[src/rtl/resource_arbiter.sv]
// resource_arbiter: round-robin grant of a shared fixed-latency resource with tag-routed results
module resource_arbiter #(
    parameter int N_REQ    = 4,
    parameter int DATA_W   = 32,
    parameter int HOLD_MAX = 8,
    parameter int RES_LAT  = 2
) (
    input  logic                      clk,
    input  logic                      reset,
    input  logic [N_REQ-1:0]          req,
    input  logic [N_REQ*DATA_W-1:0]   req_data,
    output logic [N_REQ-1:0]          grant,
    output logic [DATA_W-1:0]         res_in,
    output logic                      res_in_valid,
    input  logic [DATA_W-1:0]         res_out,
    output logic [DATA_W-1:0]         rsp_data,
    output logic [N_REQ-1:0]          rsp_valid,
    output logic [$clog2(N_REQ)-1:0]  rsp_tag
);
    localparam int TAG_W = $clog2(N_REQ);
    localparam int HC_W  = $clog2(HOLD_MAX + 1);
    localparam logic [HC_W-1:0] HOLD_LIM = HC_W'(HOLD_MAX - 1);

    typedef enum logic {IDLE, BUSY} state_t;

    state_t            state, state_nx;
    logic [N_REQ-1:0]  grant_nx;
    logic [TAG_W-1:0]  owner, owner_nx;
    logic [TAG_W-1:0]  rr_ptr, rr_ptr_nx;
    logic [TAG_W-1:0]  next_ptr;
    logic [HC_W-1:0]   hold_cnt, hold_cnt_nx;
    logic [N_REQ-1:0]  others;
    logic              idle_hit, hand_hit, keep;
    logic [TAG_W-1:0]  idle_win, hand_win;
    logic              tag_v [RES_LAT];
    logic [TAG_W-1:0]  tag_o [RES_LAT];

    // In BUSY the grant vector is exactly the owner's one-hot, so masking it out leaves the contenders
    assign others   = req & ~grant;
    assign next_ptr = (owner == TAG_W'(N_REQ - 1)) ? '0 : owner + TAG_W'(1);

    // Rotating priority scans: from rr_ptr for a fresh grant, from owner+1 for a direct handoff
    always_comb begin
        idle_hit = 1'b0;
        idle_win = '0;
        hand_hit = 1'b0;
        hand_win = '0;
        for (int k = 0; k < N_REQ; k++) begin
            if (!idle_hit && req[(int'(rr_ptr) + k) % N_REQ]) begin
                idle_hit = 1'b1;
                idle_win = TAG_W'((int'(rr_ptr) + k) % N_REQ);
            end
            if (!hand_hit && others[(int'(next_ptr) + k) % N_REQ]) begin
                hand_hit = 1'b1;
                hand_win = TAG_W'((int'(next_ptr) + k) % N_REQ);
            end
        end
    end

    // Next-state: grant from IDLE, keep/limit/release in BUSY with zero-bubble handoff
    always_comb begin
        state_nx    = state;
        grant_nx    = grant;
        owner_nx    = owner;
        rr_ptr_nx   = rr_ptr;
        hold_cnt_nx = hold_cnt;
        keep        = req[owner] && ((hold_cnt < HOLD_LIM) || !(|others));
        if (state == IDLE) begin
            if (idle_hit) begin
                state_nx    = BUSY;
                grant_nx    = N_REQ'(1) << idle_win;
                owner_nx    = idle_win;
                hold_cnt_nx = '0;
            end
        end else if (keep) begin
            hold_cnt_nx = !(|others) ? '0 : (hold_cnt == HOLD_LIM) ? hold_cnt : hold_cnt + HC_W'(1);
        end else begin
            rr_ptr_nx   = next_ptr;
            hold_cnt_nx = '0;
            if (hand_hit) begin
                grant_nx = N_REQ'(1) << hand_win;
                owner_nx = hand_win;
            end else begin
                state_nx = IDLE;
                grant_nx = '0;
            end
        end
    end

    // Arbitration state; grant is registered so downstream stalls never glitch
    always_ff @(posedge clk or negedge reset) begin
        if (!reset) begin
            state    <= IDLE;
            grant    <= '0;
            owner    <= '0;
            rr_ptr   <= '0;
            hold_cnt <= '0;
        end else begin
            state    <= state_nx;
            grant    <= grant_nx;
            owner    <= owner_nx;
            rr_ptr   <= rr_ptr_nx;
            hold_cnt <= hold_cnt_nx;
        end
    end

    assign res_in       = (|grant) ? req_data[owner*DATA_W +: DATA_W] : '0;
    assign res_in_valid = grant[owner] & req[owner];

    // Tag pipe mirrors the resource latency so each result finds its issuer
    always_ff @(posedge clk or negedge reset) begin
        if (!reset) begin
            for (int k = 0; k < RES_LAT; k++) begin
                tag_v[k] <= 1'b0;
                tag_o[k] <= '0;
            end
        end else begin
            tag_v[0] <= res_in_valid;
            tag_o[0] <= owner;
            for (int k = 1; k < RES_LAT; k++) begin
                tag_v[k] <= tag_v[k-1];
                tag_o[k] <= tag_o[k-1];
            end
        end
    end

    assign rsp_data  = res_out;
    assign rsp_tag   = tag_o[RES_LAT-1];
    assign rsp_valid = tag_v[RES_LAT-1] ? N_REQ'(1) << tag_o[RES_LAT-1] : '0;
endmodule

[config.mk]
export PLATFORM = sky130hd
export DESIGN_NAME = resource_arbiter
export DESIGN_NICKNAME = d
export VERILOG_FILES = /design/src/rtl/resource_arbiter.sv
export SDC_FILE = /design/constraint.sdc
export NUM_CORES = 1
export LEC_CHECK = 0
export CORE_ASPECT_RATIO = 0.8
export CORE_MARGIN = 10
export CORE_UTILIZATION = 30
export CTS_BUF_LIST = sky130_fd_sc_hd__clkbuf_2 sky130_fd_sc_hd__clkbuf_4 sky130_fd_sc_hd__clkbuf_8
export DETAILED_ROUTE_END_ITERATION = 6
export GPL_TIMING_DRIVEN = 1
export PLACE_DENSITY_LB_ADDON = 0.1
export SLEW_MARGIN = 40
export SYNTH_ARGS = -nofsm -noshare
export SYNTH_HDL_FRONTEND = slang
export SYNTH_SLANG_ARGS = --single-unit
[constraint.sdc]
create_clock -name clk -period 5 [get_ports clk]
set_clock_uncertainty 0.1 [all_clocks]
set_input_delay 0.5 -clock clk [delete_from_list [all_inputs] [get_ports clk]]
set_output_delay 0.5 -clock clk [all_outputs]
set_load 0.01 [all_outputs]
==> impl_metrics.ini, run 1 <==
; generated from flow reports
[cts]
post_cts_buffers = 0
cts_root_buf = clkbuf_8
clkTransAtPathRegs_ns = 0.08
worstSkewPairLatency_ns = 0.26
htreeDepth = 1
cts_buffer_depth = 2
numCtsBuffers = 3
ctsHoldBuffers = 0
cts_tree = yes

[power_and_ir_drop]
power_leader = combinational cells
power.share.clock_pct = 5.4
internal_power_mw = 1.184
seq_power_share_pct = 18.0
swShare_pct = 40.45
total_power_mw = 1.988
p_switching_mw = 0.8041
power_frac_comb_pct = 76.6
pwr.group.clock_mw = 0.107
powerDensity_nw_per_um2 = 498.9
max-vdd-ir-drop_v = 0.0003172
leakage_nw = 1.474

[worst_setup_path]
cp.required_ns = 4.40
critPathLaunch = owner[0]$_DFFE_PN0P_
cp_slowest_cell = dfrtp_2
slowest_delay_ns = 0.77
path_buffers = 2
worstReg2RegEnd = grant[1]$_DFFE_PN0P_
arrival_ns = 2.74
path_class = flip-flop to output pin
ff2ff_setup_slack_ns = 1.89
end_kind = output pin
crit_family = buffers and inverters
reg2reg_depth = 7
path_cells = buf_4 -> mux4_2 -> and2_1 -> clkdlybuf4s50_1

[die]
core_um2 = 7462
initCoreUtil_pct = 31.24
nWellTaps = 105
std_cell_rows = 28
die_y_um = 98.84
boundaryPins = 241

[final_timing]
layout_setup_ws_ns = 1.659
slew_viol_final = 0
finalHoldViolations = 0
finalSetupViolCount = 0
grt_setup_unrepaired = no
finalCriticalPeriod_ns = 3.341
finalClockPeriodUsage_pct = 66.82
fmax_ghz = 0.2993
relSlewSlack_pct = 59.15
worst_slew_pin_slew_ns = 0.6127

[synth]
synth_area_um2 = 2331
synth_flops = 19
synth.avg_cell_area_um2 = 10.50
synthTopCellsByArea = mux4_2 (33%), dfrtp_1 (20%), buf_4 (11%)
aoi_share_pct = 10.25
async_reset_ff_share_pct = 100.0
common_cells = buf_4 (34), mux4_2 (34), nor2b_1 (33)
synth_nets = 390
ys_types = 47
yosysWarnings = 0
ys_seq_share_pct = 20.40
ff_type = dfrtp_1
ys_chip_area_um2 = 2331
ys_cells = 222
synth_adder_area_share_pct = 1.074

[drt]
avgRoutedWirePerCell_um = 21.47
top_layer = met4
wl_met3_um = 959
wirelength_um = 9961
met1_length_um = 3732
vias = 2384
drc_errors = 0
drtIter0Drc = 136
viasPerCell = 5.138

[placement]
portBuffers = 176
post-place-ws_ns = 1.847
dpl-instance-area_um2 = 3939
post-place-cells = 460
place_congestion = 0.7902
hpwl_um = 8446

[layout]
drive_gt1_share_pct = 14.21
clock_buffers = 3
final_area_um2 = 3985
synthToLayoutAreaGrowth_pct = 70.96
final_util_pct = 53.40
lay_top_count = clkdlybuf4s50_1
n_fill_cell = 688
seq_share_pct = 11.99
combGateArea_um2 = 1539
layout.cells.most_common_list = clkdlybuf4s50_1 (175), mux4_2 (34), nor2b_1 (33), dfrtp_1 (17), nor2_1 (12)
inverters_excl_clock = 3
fin_nets = 528
clock_area_share_pct = 1.162
flops = 19
finalNonFillerCells = 464
largestClassByArea = non-clock buffers
n_antenna_cell = 0
nNonClkBuffers = 179
reg_top3 = grant x4, hold_cnt x4

[hold_path]
min_path_type = input pin to asynchronous set/reset pin

[global_route]
grt_pass1_wl_um = 14820
grt_pass1_vias = 2464
grt_max_degree = 33
gr-total-overflow = 0
grt_util_met1_pct = 17.87
groute.usage.overall_pct = 15.82
top_usage_layer = met2
grt_use_met3_pct = 6.328
antenna_found_initial = 0

[outcome]
status = completed

[flow_run]
warnings = 26
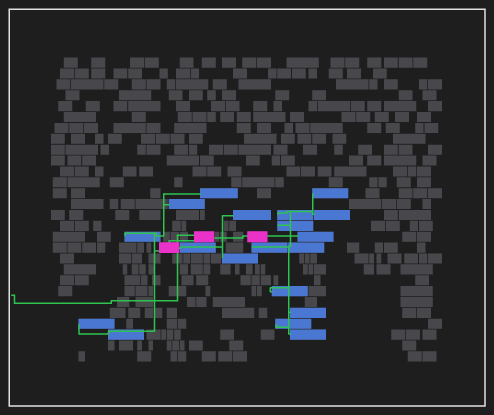
*Routed clock nets over the placement, run 1*
Drawn at 4 px/µm.
[blue] flip-flops | count: 19
[magenta] clock drivers | count: 3
[green] clock wires | length: 278 µm
routed clock nets: 4

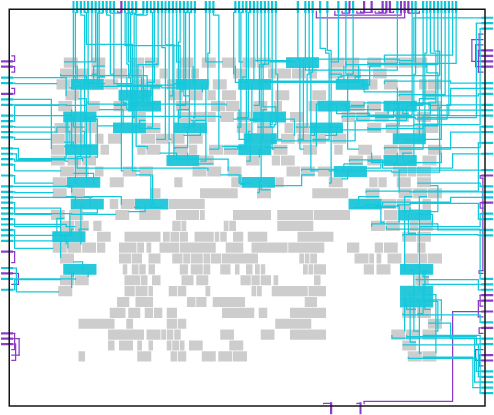
*Wires at chosen ports, followed through buffers, run 1*
Drawn at 4 px/µm.
[cyan] req_data | bits: 128 | direction: input | edge: 68 top, 32 right, 28 left | end cells: 32 | buffers: 128 | wire: 4710 µm
[purple] rsp_data | bits: 32 | direction: output | edge: 12 right, 10 top, 8 left, 2 bottom | end cells: 0 | buffers: 0 | wire: 249 µm

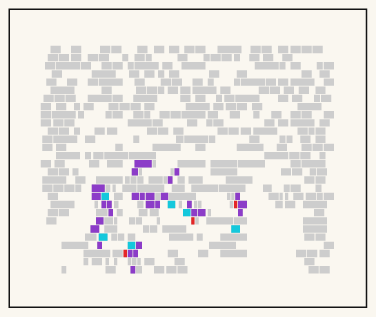
*Logic cells by family, run 1*
Drawn at 3 px/µm.
[purple] aoi and oai cells | cells: 28
[red] inv cells | cells: 3
[cyan] non-inverting ao/oa cells | cells: 6

### Signal metal coverage by tile, run 1

Drawn at 3 px/µm. 24 x 20 tiles, from white (low) to dark blue (high), scaled to the fullest tile. Values are wire area over tile area, all layers added.
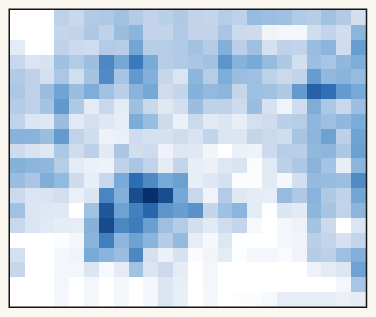

==> inputs of run 2 (changes only) <==
==> constraint.sdc (replaced) <==
create_clock -name clk -period 3.4 [get_ports clk]
set_clock_uncertainty 0.1 [all_clocks]
set_input_delay 0.34 -clock clk [delete_from_list [all_inputs] [get_ports clk]]
set_output_delay 0.34 -clock clk [all_outputs]
set_load 0.01 [all_outputs]
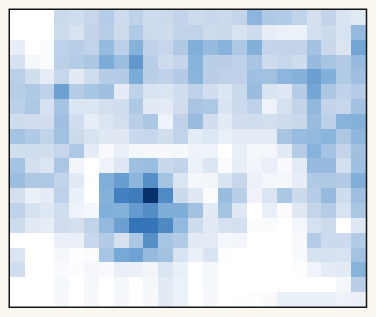
*Signal metal coverage by tile, run 2*
Drawn at 3 px/µm. 24 x 20 tiles, from white (low) to dark blue (high), scaled to the fullest tile. Values are wire area over tile area, all layers added.
fullest tile: 0.63
tiles over half the peak: 4.2%
mean over tiles: 0.14

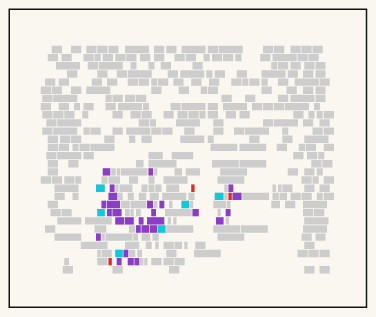
*Logic cells by family, run 2*
Drawn at 3 px/µm.
Commonest Layout Cell: clkdlybuf4s50_1
Layout Cells excl Fill: 465
multi-input logic portion of the cell area: 38.41%

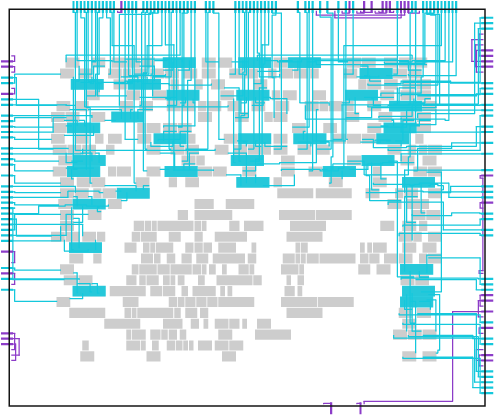
*Wires at chosen ports, followed through buffers, run 2*
Drawn at 4 px/µm.
[cyan] req_data | bits: 128 | direction: input | edge: 68 top, 32 right, 28 left | end cells: 32 | buffers: 128 | wire: 4650 µm
[purple] rsp_data | bits: 32 | direction: output | edge: 12 right, 10 top, 8 left, 2 bottom | end cells: 0 | buffers: 0 | wire: 248 µm

==> run 2 against run 1 <==
Sequential cell count unchanged. Synthesized cell count unchanged. Count of clock-buffer cells in the layout unchanged. Combinational power increased by 51%. Setup slack got worse by 1.2 ns. Die area unchanged. Critical path type unchanged. Critical endpoint is now res_in[7]. Largest power group unchanged. Highest routed layer unchanged.
==> impl_metrics.ini, run 2 <==
; generated from flow reports
[outcome]
status = completed

[synth]
common_cells = buf_4 (34), mux4_2 (34), nor2b_1 (33)
ys_cells = 222
synth_adder_area_share_pct = 1.074
synth_area_um2 = 2331
synth_flops = 19
ys_chip_area_um2 = 2331
synth_nets = 390
async_reset_ff_share_pct = 100.0
ff_type = dfrtp_1
ys_seq_share_pct = 20.40
synth.avg_cell_area_um2 = 10.50
ys_types = 47
aoi_share_pct = 10.25
netlist_logic_family_top = multiplexers
synthTopCellsByArea = mux4_2 (33%), dfrtp_1 (20%), buf_4 (11%)
yosysWarnings = 0

[worst_setup_path]
cp_slowest_cell = dfrtp_2
reg2reg_depth = 6
arrival_ns = 2.51
path_class = flip-flop to output pin
path_cells = buf_12 -> mux4_2 -> nor2b_1 -> clkdlybuf4s50_1
ff2ff_setup_slack_ns = 0.69
end_kind = output pin
slowest_delay_ns = 0.78
cp.required_ns = 2.96
worstReg2RegEnd = grant[1]$_DFFE_PN0P_
path_buffers = 2
cp.depth = 4
critPathLaunch = owner[0]$_DFFE_PN0P_

[placement]
post-place-cells = 460
dpl-instance-area_um2 = 3950
portBuffers = 176
hpwl_um = 8307
post-place-ws_ns = 0.6698

[layout]
drive_gt1_share_pct = 13.89
clock_area_share_pct = 1.156
synthToLayoutAreaGrowth_pct = 71.87
clock_buffers = 3
flops = 19
nonClkBufAreaFrac_pct = 44.97
layout.cells.most_common_list = clkdlybuf4s50_1 (175), mux4_2 (34), nor2b_1 (33), dfrtp_1 (18), nor2_1 (12)
fin_nets = 529
n_fill_cell = 670
final_area_um2 = 4006
nNonClkBuffers = 180
inverters_excl_clock = 3
combGateArea_um2 = 1539
n_antenna_cell = 0
reg_top3 = grant x4, hold_cnt x4
final_util_pct = 53.69
seq_share_pct = 11.90
largestClassByArea = non-clock buffers

[final_timing]
fmax_ghz = 0.3391
worst_slew_pin_slew_ns = 0.6335
grt_setup_unrepaired = no
finalCriticalPeriod_ns = 2.949
finalSetupViolCount = 0
slew_viol_final = 0
relSlewSlack_pct = 57.77
finalHoldViolations = 0
finalClockPeriodUsage_pct = 86.75
layout_setup_ws_ns = 0.4506

[hold_path]
min_path_type = flip-flop to flip-flop
hold_path.startpoint = tag_v[1]$_DFF_PN0_

[drt]
top_layer = met4
dr.pass1.iters = 4
avgRoutedWirePerCell_um = 21.13
drc_errors = 0
vias = 2336
met1_length_um = 3792
wl_met3_um = 902
drtIter0Drc = 144
wirelength_um = 9824
viasPerCell = 5.024

[power_and_ir_drop]
power_frac_comb_pct = 78.4
leakage_nw = 1.484
powerDensity_nw_per_um2 = 732.7
internal_power_mw = 1.759
swShare_pct = 40.06
max-vdd-ir-drop_v = 0.0004174
pg_seq_mw = 0.471
p_switching_mw = 1.176
pwr.group.clock_mw = 0.163
power_leader = combinational cells
total_power_mw = 2.935
power.share.clock_pct = 5.6
seq_power_share_pct = 16.0

[die]
std_cell_rows = 28
die_y_um = 98.84
nWellTaps = 105
core_um2 = 7462
initCoreUtil_pct = 31.24
boundaryPins = 241
die_w_um = 118.6

[global_route]
grt_util_met1_pct = 17.40
groute.usage.overall_pct = 15.70
top_usage_layer = met2
gr-total-overflow = 0
antenna_found_initial = 0
grt_use_met3_pct = 5.815
grt_max_degree = 37
grt_pass1_vias = 2454
grt_pass1_wl_um = 14480

[cts]
htreeDepth = 1
cts_buffer_depth = 2
numCtsBuffers = 3
cts_tree = yes
cts_root_buf = clkbuf_8
post_cts_buffers = 0
ctsHoldBuffers = 1
worstSkewPairLatency_ns = 0.27
clkTransAtPathRegs_ns = 0.08

[flow_run]
warnings = 26
No activity file was given, so power comes from the tool's default toggle rates.
